## src/rtl/hist_pkg.sv

```systemverilog
// Shared definitions for the histogram chain and its collect/drain sequencer.
package hist_pkg;

  localparam int NUM_BINS_DEF = 16;
  localparam int BIN_AW_DEF   = 4;
  localparam int CNT_W_DEF    = 16;

  typedef enum logic [2:0] {
    ST_IDLE,
    ST_COLLECT,
    ST_FLUSH,
    ST_DRAIN,
    ST_CLEAR
  } state_e;

endpackage

```

## src/rtl/hist_collect_ctrl_if.sv

```systemverilog
// Control, bin access and drain-stream signals between the sequencer and its surroundings.
interface hist_collect_ctrl_if #(
  parameter int BIN_AW = hist_pkg::BIN_AW_DEF,
  parameter int CNT_W  = hist_pkg::CNT_W_DEF,
  parameter int WIN_W  = 32
);
  logic              start;
  logic              abort;
  logic [WIN_W-1:0]  win_len;
  logic              collect;
  logic              busy;
  logic              hist_rd_en;
  logic [BIN_AW-1:0] hist_rd_addr;
  logic [CNT_W-1:0]  hist_rd_data;
  logic              hist_clr_en;
  logic [BIN_AW-1:0] hist_clr_addr;
  logic              rd_valid;
  logic              rd_ready;
  logic [BIN_AW-1:0] rd_bin;
  logic [CNT_W-1:0]  rd_count;
  logic              rd_last;
  logic              done;
  logic              aborted;

  modport master (
    input  start, abort, win_len, hist_rd_data, rd_ready,
    output collect, busy, hist_rd_en, hist_rd_addr, hist_clr_en, hist_clr_addr,
           rd_valid, rd_bin, rd_count, rd_last, done, aborted
  );

  modport slave (
    output start, abort, win_len, hist_rd_data, rd_ready,
    input  collect, busy, hist_rd_en, hist_rd_addr, hist_clr_en, hist_clr_addr,
           rd_valid, rd_bin, rd_count, rd_last, done, aborted
  );
endinterface

```

## src/rtl/hist_win_cnt.sv

```systemverilog
// Loadable down-counter with zero flag; times the collect window and the flush gap.
module hist_win_cnt #(
  parameter int W = 32
) (
  input  logic         clk350,
  input  logic         rst,
  input  logic         load,
  input  logic         dec,
  input  logic [W-1:0] load_val,
  output logic         zero
);
  logic [W-1:0] cnt_q, cnt_d;

  // Load has priority over decrement; the count saturates at zero.
  always_comb begin
    cnt_d = cnt_q;
    if (load) begin
      cnt_d = load_val;
    end else if (dec && (cnt_q != '0)) begin
      cnt_d = cnt_q - W'(1);
    end
  end

  // Counter register.
  always_ff @(posedge clk350 or posedge rst) begin
    if (rst) cnt_q <= '0;
    else     cnt_q <= cnt_d;
  end

  assign zero = (cnt_q == '0);
endmodule

```

## src/rtl/hist_collect_ctrl.sv

```systemverilog
// Sequencer for one histogram chain: collect window, pipeline flush, drain over
// a valid/ready stream, then zero-clear of every bin.
module hist_collect_ctrl
  import hist_pkg::*;
#(
  parameter int NUM_BINS = NUM_BINS_DEF,
  parameter int BIN_AW   = BIN_AW_DEF,
  parameter int CNT_W    = CNT_W_DEF,
  parameter int WIN_W    = 32,
  parameter int PIPE_LAT = 3
) (
  input  logic                clk350,
  input  logic                rst,
  hist_collect_ctrl_if.master bus
);
  localparam logic [BIN_AW-1:0] LAST_BIN   = BIN_AW'(NUM_BINS - 1);
  localparam logic [WIN_W-1:0]  FLUSH_LOAD = WIN_W'(PIPE_LAT - 1);

  state_e             state_q, state_d;
  logic               abt_q, abt_d;
  logic [BIN_AW-1:0]  addr_q, addr_d;
  logic [BIN_AW-1:0]  clr_addr_q, clr_addr_d;
  logic [BIN_AW-1:0]  rd_bin_q, rd_bin_d;
  logic [CNT_W-1:0]   rd_count_q, rd_count_d;
  logic               rd_en_q, rd_en_d;
  logic               pend_q, pend_d;
  logic               rd_valid_q, rd_valid_d;
  logic               rd_last_q, rd_last_d;
  logic               collect_q, busy_q, clr_en_q, done_q, aborted_q;
  logic               cnt_load, cnt_dec, cnt_zero;
  logic [WIN_W-1:0]   cnt_load_val;
  logic               hs_next;
  logic               rd_en;

  hist_win_cnt #(.W(WIN_W)) u_win_cnt (
    .clk350   (clk350),
    .rst      (rst),
    .load     (cnt_load),
    .dec      (cnt_dec),
    .load_val (cnt_load_val),
    .zero     (cnt_zero)
  );

  // A handshake on a non-final beat issues the next read in the same cycle.
  assign hs_next = (state_q == ST_DRAIN) && rd_valid_q && bus.rd_ready && !rd_last_q;
  assign rd_en   = rd_en_q | hs_next;

  // Next-state logic for the run sequence and the drain beat registers.
  always_comb begin
    state_d      = state_q;
    abt_d        = abt_q;
    cnt_load     = 1'b0;
    cnt_dec      = 1'b0;
    cnt_load_val = FLUSH_LOAD;
    addr_d       = addr_q;
    clr_addr_d   = '0;
    rd_en_d      = 1'b0;
    rd_valid_d   = rd_valid_q;
    rd_bin_d     = rd_bin_q;
    rd_count_d   = rd_count_q;
    rd_last_d    = rd_last_q;
    case (state_q)
      ST_IDLE: begin
        if (bus.start) begin
          abt_d    = 1'b0;
          cnt_load = 1'b1;
          if (bus.win_len == '0) begin
            state_d = ST_FLUSH;
          end else begin
            state_d      = ST_COLLECT;
            cnt_load_val = bus.win_len - WIN_W'(1);
          end
        end
      end
      ST_COLLECT: begin
        if (bus.abort || cnt_zero) begin
          abt_d    = abt_q | bus.abort;
          state_d  = ST_FLUSH;
          cnt_load = 1'b1;
        end else begin
          cnt_dec = 1'b1;
        end
      end
      ST_FLUSH: begin
        abt_d = abt_q | bus.abort;
        if (cnt_zero) begin
          if (abt_q || bus.abort) begin
            state_d = ST_CLEAR;
          end else begin
            state_d = ST_DRAIN;
            addr_d  = '0;
            rd_en_d = 1'b1;
          end
        end else begin
          cnt_dec = 1'b1;
        end
      end
      ST_DRAIN: begin
        if (bus.abort) begin
          abt_d      = 1'b1;
          state_d    = ST_CLEAR;
          rd_valid_d = 1'b0;
          rd_last_d  = 1'b0;
        end else begin
          if (rd_valid_q && bus.rd_ready) begin
            rd_valid_d = 1'b0;
            if (rd_last_q) begin
              state_d   = ST_CLEAR;
              rd_last_d = 1'b0;
            end else begin
              addr_d = addr_q + BIN_AW'(1);
            end
          end
          if (pend_q) begin
            rd_valid_d = 1'b1;
            rd_count_d = bus.hist_rd_data;
            rd_bin_d   = addr_q;
            rd_last_d  = (addr_q == LAST_BIN);
          end
        end
      end
      ST_CLEAR: begin
        if (clr_addr_q == LAST_BIN) begin
          state_d = ST_IDLE;
        end else begin
          clr_addr_d = clr_addr_q + BIN_AW'(1);
        end
      end
      default: state_d = ST_IDLE;
    endcase
    pend_d = rd_en && (state_d == ST_DRAIN);
  end

  // State, drain and registered output flops.
  always_ff @(posedge clk350 or posedge rst) begin
    if (rst) begin
      state_q    <= ST_IDLE;
      abt_q      <= 1'b0;
      addr_q     <= '0;
      clr_addr_q <= '0;
      rd_bin_q   <= '0;
      rd_count_q <= '0;
      rd_en_q    <= 1'b0;
      pend_q     <= 1'b0;
      rd_valid_q <= 1'b0;
      rd_last_q  <= 1'b0;
      collect_q  <= 1'b0;
      busy_q     <= 1'b0;
      clr_en_q   <= 1'b0;
      done_q     <= 1'b0;
      aborted_q  <= 1'b0;
    end else begin
      state_q    <= state_d;
      abt_q      <= abt_d;
      addr_q     <= addr_d;
      clr_addr_q <= clr_addr_d;
      rd_bin_q   <= rd_bin_d;
      rd_count_q <= rd_count_d;
      rd_en_q    <= rd_en_d;
      pend_q     <= pend_d;
      rd_valid_q <= rd_valid_d;
      rd_last_q  <= rd_last_d;
      collect_q  <= (state_d == ST_COLLECT);
      busy_q     <= (state_d != ST_IDLE);
      clr_en_q   <= (state_d == ST_CLEAR);
      done_q     <= (state_q == ST_CLEAR) && (state_d == ST_IDLE);
      aborted_q  <= (state_q == ST_CLEAR) && (state_d == ST_IDLE) && abt_q;
    end
  end

  assign bus.collect       = collect_q;
  assign bus.busy          = busy_q;
  assign bus.hist_rd_en    = rd_en;
  assign bus.hist_rd_addr  = hs_next ? (addr_q + BIN_AW'(1)) : addr_q;
  assign bus.hist_clr_en   = clr_en_q;
  assign bus.hist_clr_addr = clr_addr_q;
  assign bus.rd_valid      = rd_valid_q;
  assign bus.rd_bin        = rd_bin_q;
  assign bus.rd_count      = rd_count_q;
  assign bus.rd_last       = rd_last_q;
  assign bus.done          = done_q;
  assign bus.aborted       = aborted_q;
endmodule
```

## src/flat_wrapper.sv

```systemverilog
// flat-port wrapper written by rule: the top's interface ports become plain ports
module hist_collect_ctrl_flat import hist_pkg::*;
#(
  parameter int NUM_BINS = NUM_BINS_DEF,
  parameter int BIN_AW   = BIN_AW_DEF,
  parameter int CNT_W    = CNT_W_DEF,
  parameter int WIN_W    = 32,
  parameter int PIPE_LAT = 3
)
  (clk350, rst, bus_start, bus_abort, bus_win_len, bus_hist_rd_data, bus_rd_ready, bus_collect, bus_busy, bus_hist_rd_en, bus_hist_rd_addr, bus_hist_clr_en, bus_hist_clr_addr, bus_rd_valid, bus_rd_bin, bus_rd_count, bus_rd_last, bus_done, bus_aborted);
  hist_collect_ctrl_if #(.BIN_AW(BIN_AW), .CNT_W(CNT_W), .WIN_W(WIN_W)) bus_i ();
  input  logic clk350;
  input  logic rst;
  input wire logic [$bits(bus_i.start)-1:0] bus_start;
  input wire logic [$bits(bus_i.abort)-1:0] bus_abort;
  input wire logic [$bits(bus_i.win_len)-1:0] bus_win_len;
  input wire logic [$bits(bus_i.hist_rd_data)-1:0] bus_hist_rd_data;
  input wire logic [$bits(bus_i.rd_ready)-1:0] bus_rd_ready;
  output wire logic [$bits(bus_i.collect)-1:0] bus_collect;
  output wire logic [$bits(bus_i.busy)-1:0] bus_busy;
  output wire logic [$bits(bus_i.hist_rd_en)-1:0] bus_hist_rd_en;
  output wire logic [$bits(bus_i.hist_rd_addr)-1:0] bus_hist_rd_addr;
  output wire logic [$bits(bus_i.hist_clr_en)-1:0] bus_hist_clr_en;
  output wire logic [$bits(bus_i.hist_clr_addr)-1:0] bus_hist_clr_addr;
  output wire logic [$bits(bus_i.rd_valid)-1:0] bus_rd_valid;
  output wire logic [$bits(bus_i.rd_bin)-1:0] bus_rd_bin;
  output wire logic [$bits(bus_i.rd_count)-1:0] bus_rd_count;
  output wire logic [$bits(bus_i.rd_last)-1:0] bus_rd_last;
  output wire logic [$bits(bus_i.done)-1:0] bus_done;
  output wire logic [$bits(bus_i.aborted)-1:0] bus_aborted;
  assign bus_i.start = bus_start;
  assign bus_i.abort = bus_abort;
  assign bus_i.win_len = bus_win_len;
  assign bus_i.hist_rd_data = bus_hist_rd_data;
  assign bus_i.rd_ready = bus_rd_ready;
  assign bus_collect = bus_i.collect;
  assign bus_busy = bus_i.busy;
  assign bus_hist_rd_en = bus_i.hist_rd_en;
  assign bus_hist_rd_addr = bus_i.hist_rd_addr;
  assign bus_hist_clr_en = bus_i.hist_clr_en;
  assign bus_hist_clr_addr = bus_i.hist_clr_addr;
  assign bus_rd_valid = bus_i.rd_valid;
  assign bus_rd_bin = bus_i.rd_bin;
  assign bus_rd_count = bus_i.rd_count;
  assign bus_rd_last = bus_i.rd_last;
  assign bus_done = bus_i.done;
  assign bus_aborted = bus_i.aborted;
  hist_collect_ctrl #(.NUM_BINS(NUM_BINS), .BIN_AW(BIN_AW), .CNT_W(CNT_W), .WIN_W(WIN_W), .PIPE_LAT(PIPE_LAT)) u_core (.clk350(clk350), .rst(rst), .bus(bus_i));
endmodule
```

## config.mk

```make
export PLATFORM = sky130hd
export DESIGN_NAME = hist_collect_ctrl_flat
export DESIGN_NICKNAME = d
export VERILOG_FILES = /design/src/rtl/hist_pkg.sv /design/src/rtl/hist_collect_ctrl_if.sv /design/src/rtl/hist_win_cnt.sv /design/src/rtl/hist_collect_ctrl.sv /design/src/flat_wrapper.sv
export SDC_FILE = /design/constraint.sdc
export NUM_CORES = 1
export LEC_CHECK = 0
export ABC_AREA = 1
export CORE_UTILIZATION = 50
export DETAILED_ROUTE_END_ITERATION = 10
export PLACE_DENSITY = 0.79
export SYNTH_ARGS = -nofsm -noshare
export SYNTH_HDL_FRONTEND = slang
export SYNTH_SLANG_ARGS = --single-unit
```

## constraint.sdc

```tcl
create_clock -name clk350 -period 3.8 [get_ports clk350]
set_input_delay 1.14 -clock clk350 [delete_from_list [all_inputs] [get_ports clk350]]
set_output_delay 1.14 -clock clk350 [all_outputs]
set_load 0.005 [all_outputs]
```

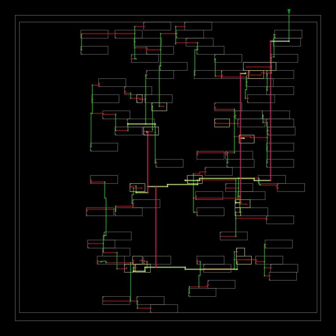
*The clock network*
total CTS buffers: 9
clock-net power: 0.624 mW
CTS sink cnt: 73
clock buffer count: 10
final setup skew: 0.0117 ns

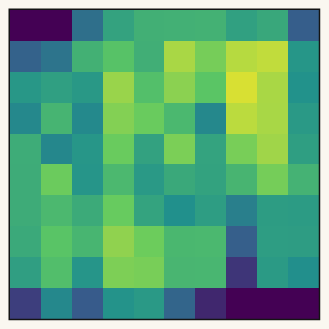
*Cell density map*
Drawn at 3 px/um. 10 x 10 tiles, from dark purple (low) to yellow (high), 0 to 100% covered.
mean over tiles = 58%
fullest tile = 94%
nearly empty tiles = 5.0%
tiles over 75% full = 23%
emptiest ninth of the die = bottom right

-- kinds of logic (layout without fill, tap and decap cells) --
group | after synthesis | count (layout) | synth area share (%)
flip-flops | 73 | 73 | 35.9
AND/OR/NAND/NOR | 451 | 451 | 38.4
XOR/XNOR | 46 | 46 | 7.91
buffers and inverters | 93 | 192 | 7.96
adder cells (fa/ha/maj) | 5 | 5 | 1.23
AND-OR/OR-AND | 73 | 73 | 8.60
-- routing by layer --
metal	vias up	global-route usage (%)	share of wire, %
met5	-	0	0
met4	0	14.5	4.1
met3	38	4.41	6.6
met2	211	46.0	47
met1	2335	32.4	42
li1	2528	-	-
-- power groups by stage --
stage	logic [mW]	clock network, mW	registers [mW]
2_1_floorplan	1.45	0	1.18
3_3_place_gp	1.83	0	1.21
3_5_place_dp	1.90	0	1.22
4_1_cts	1.91	0.631	1.21
5_1_grt	2.17	0.668	1.24
6_report	1.92	0.624	1.22
-- Yosys cell counts (all sizes together) --
library cell	number	area [um2]
nand2	236	896
buf	12	100
a31oi	3	18.8
nand3	47	253
o31ai	1	7.51
nor4	1	6.26
nand4	15	100
nor2	137	597
o21bai	2	15.0
nor3	10	70.1
xnor2	7	61.3
a21o	1	7.51
nand3b	1	7.51
inv	79	297
o21ai	52	298
dfrtp	73	1830
xor2	39	342
or2	4	27.5
o22ai	6	37.5
a21oi	7	46.3
clkbuf	2	8.75
o21a	1	7.51
ha	5	62.6
-- placed cells by master, fill, tap and decap left out, types with 7 or more instances in the layout --
master             n
clkbuf_8          10
nor2_1           115
xor2_1            39
nand4_1           14
nor2_2            16
buf_4              9
xnor2_1            7
o21ai_0           34
nand3_1           45
o21ai_1           10
nand2_1          231
dfrtp_1           73
o21ai_2            7
inv_1             73
clkdlybuf4s50_1   83
-- final cells by class --
| cell class | instances | area, um2 | area share, % |
|---|---|---|---|
| clock buffer | 10 | 138 | 2.18 |
| inverter | 79 | 297 | 4.70 |
| multi-input combinational | 575 | 2870 | 45.4 |
| sequential | 73 | 1830 | 28.9 |
| clock inverter | 6 | 65.1 | 1.03 |
| tap | 133 | 166 | 2.64 |
| timing repair buffer | 97 | 953 | 15.1 |
-- how the worst max path moves through the flow --
| stage | depth (start not counted) | slack [ns] | endpoint |
|---|---|---|---|
| after global routing | 7 | 0.14 | bus_hist_rd_en |
| after detailed placement | 8 | -0.09 | bus_hist_rd_addr[1] |
| after floorplan | 1 | 0.81 | u_core.abt_q$_DFFE_PP0P_ |
| after CTS | 6 | 0.0006 | bus_hist_rd_addr[2] |
| final | 7 | 0.19 | bus_hist_rd_en |
| after global placement | 8 | -0.06 | bus_hist_rd_addr[1] |
-- what timing repair did --
action / CTS / global route
cloned: 0 / 0
endpoints found under the setup margin: 5 / 3
resized: 6 / 4
pin swaps: 0 / 1
-- flip-flops by register name (all words and copies together) (netlist names), 3 cells and up --
signal,count
u_core.addr_q,4
u_core.state_q,3
u_core.bus.rd_bin,4
u_core.bus.hist_clr_addr,4
u_core.bus.rd_count,16
u_core.u_win_cnt.cnt_q,32
-- tightest hold or removal path: cells and delay by family, from the launching register on --
| family | cells | cell delay [ns] |
|---|---|---|
| AND/OR/NAND/NOR | 2 | 0.10 |
| flip-flops | 1 | 0.35 |
==> summary.txt <==
Quick summary of the implementation run below.

The flow ran to the end, and the final reports show no timing, DRC or antenna violations. Once iteration 0 of detailed routing completed, the report listed 252 DRC markers. The proportion of total power due to net switching is a little under half. Per the hold report, the tightest min-delay path originates at u_core.bus.rd_count[0]$_DFFE_PP0P_. The cell area after placement came out at 6100 um2. The max-cap violation count is 0. The count of cells along the worst register-to-register path is 11. The post-route antenna net violation count is 0. The endpoint of the worst hold path is reported as u_core.bus.rd_count[0]$_DFFE_PP0P_. The area of all placed cells without fillers came out at roughly 6300 um2. The via density per instance came out at 5.25.

The number of antenna violations at the first check in global routing is 0. The cell sitting at the root of the clock tree is a clkbuf_8. The area overhead of the layout relative to synthesis is 23.9%. The time the worst path needs with I/O delays and setup came out at 3.61 ns. The final-layout setup total negative slack came out at 0 ns.

The slowest stage cell on the critical path is clkdlybuf4s50_1. The total leakage power came out at around 3.0 nW. The I/O pin count is about 89. The routed length per instance is 13.9 um. In this run the worst hold path is classified as flop to flop. The final layout contains routed wiring with a total length of between 10000 and 15000 um. The via total after detailed routing came out at 5112. The worst register-to-register path has a setup slack of 1.51 ns.

According to the timing report, the data required time at the worst endpoint equals approximately 2.7 ns. The post-cts hold buffer count is 0. The final net count is 893. No sink is reached through more buffers than the 2 on the longest clock path.

The area reported by Yosys stat came out at 5090 um2. The starting density of the core came out at approximately half. The path type of the worst setup path is primary input to output port. The critical register-to-register path startpoint is u_core.u_win_cnt.cnt_q[0]$_DFFE_PP0P_. Post-route period utilization is reported as 94.9%.

The die extent in x is 103 um. The power per cell area came out at 595 nW/um2. The fraction of the core area covered by cells at the end of the flow is 64.3%. The post-route netlist has 9.29% of its cells at a drive strength greater than 1.

The overall fraction of global-route tracks in use is 26.9%. Listed in order, past its start point the critical path passes clkdlybuf4s50_1 > nand2_1 > nor2_2 > nand2_2 > inv_2 > or2_2 > dlygate4sd2_1. The count of instantiated cells in the yosys netlist came out at 741. The source-to-sink clock delay at the later pin of the worst-skew pair is 0.36 ns.

In this run the standard cell core region covers 9820 um2. The total overflow reported by the global router came out at 0. The antenna diode count came out at 0. The number of filler cells placed in the layout came out at 910. The post-placement cell count is approximately 960. During placement, the flow inserted port buffers numbering 88. Setup repair after global routing left no endpoint under its margin. The maximum fanout encountered on the critical timing path is 6.

The final critical-path setup slack is approximately 0.19 ns. The number of distinct library cells after synthesis came out at 39. The worst ir drop on vdd is 206 uV. The final weighted congestion in routability-driven placement is 0.942.

The number of levels the H-tree was split into is 3. Prior to clock tree synthesis, the placed netlist has a worst setup slack of -0.0946 ns. The pin closest to its max-slew limit shows a slew of 0.492 ns.

The count of TritonRoute iterations in the first routing pass is 6. The via count of the first global-routing pass is 4829. The vertical die dimension came out at 103 um. The gate count of the mapped netlist is 741. The clock tree from TritonCTS is built. The worst setup path is launched from a primary input. The synthesis-stage register bit count came out at 73.

Averaged over all synthesized cells, the footprint is 6.87 um2. In this run the post-CTS setup repair buffer count came out at 0. The internal power contribution came out at between 2 and 2.5 mW. The proportion of synthesized chip area in sequential cells is approximately 36%. The final report lists the setup-violating endpoint count as 0. The share of power burned in combinational logic came out at 51.0%. The power share of the clock group came out at 16.6%. The number of buffers and inverters on the critical path came out at 3. The clock slew at the register clock pins of the worst setup and hold paths came out at roughly 0.08 ns. The cell class contributing the biggest share of worst-path delay is buffers and inverters.

In this run the tools logged warnings totalling 27. The die covers 10600 um2. The maximum number of pins on one net before global-route repair came out at about 40.

The wire length of the first global-routing pass came out at 21700 um. The number of instances on the worst hold path is 2. The worst setup path is captured at an output port. The portion of total power attributed to sequential cells came out at 32.4%. The worst-case hold slack came out at approximately 0.48 ns. The largest incremental delay on the critical path came out at 0.40 ns.

Per the detail_route report, DRC violations left total 0. The number of nets at floorplan came out at 799. The count of placed standard cells in the final layout, fillers left out came out at 973.

The design draws 3.76 mW. The number of pins exceeding their max-slew limit in the final report came out at 0. The half-perimeter wire length after detailed placement came out at between 10000 and 15000 um. The worst slew margin relative to its limit came out at 67.2%.

The net load switching power came out at between 1.5 and 2 mW. The worst endpoint data arrival time is 2.47 ns. The number of hold-slack violations in the final timing report came out at 0. The highest achievable clock rate came out at 277 MHz.

The cell area after synthesis came out at about 5000 um2. The floorplan has 36 rows. STA lists the endpoint of the worst register-to-register path as u_core.u_win_cnt.cnt_q[15]$_DFFE_PP0P_. The count of synthesis-stage warnings from yosys is 0. The critical path starts at bus_rd_ready.
Power figures rest on the tool's default switching activity, not on a simulated workload.
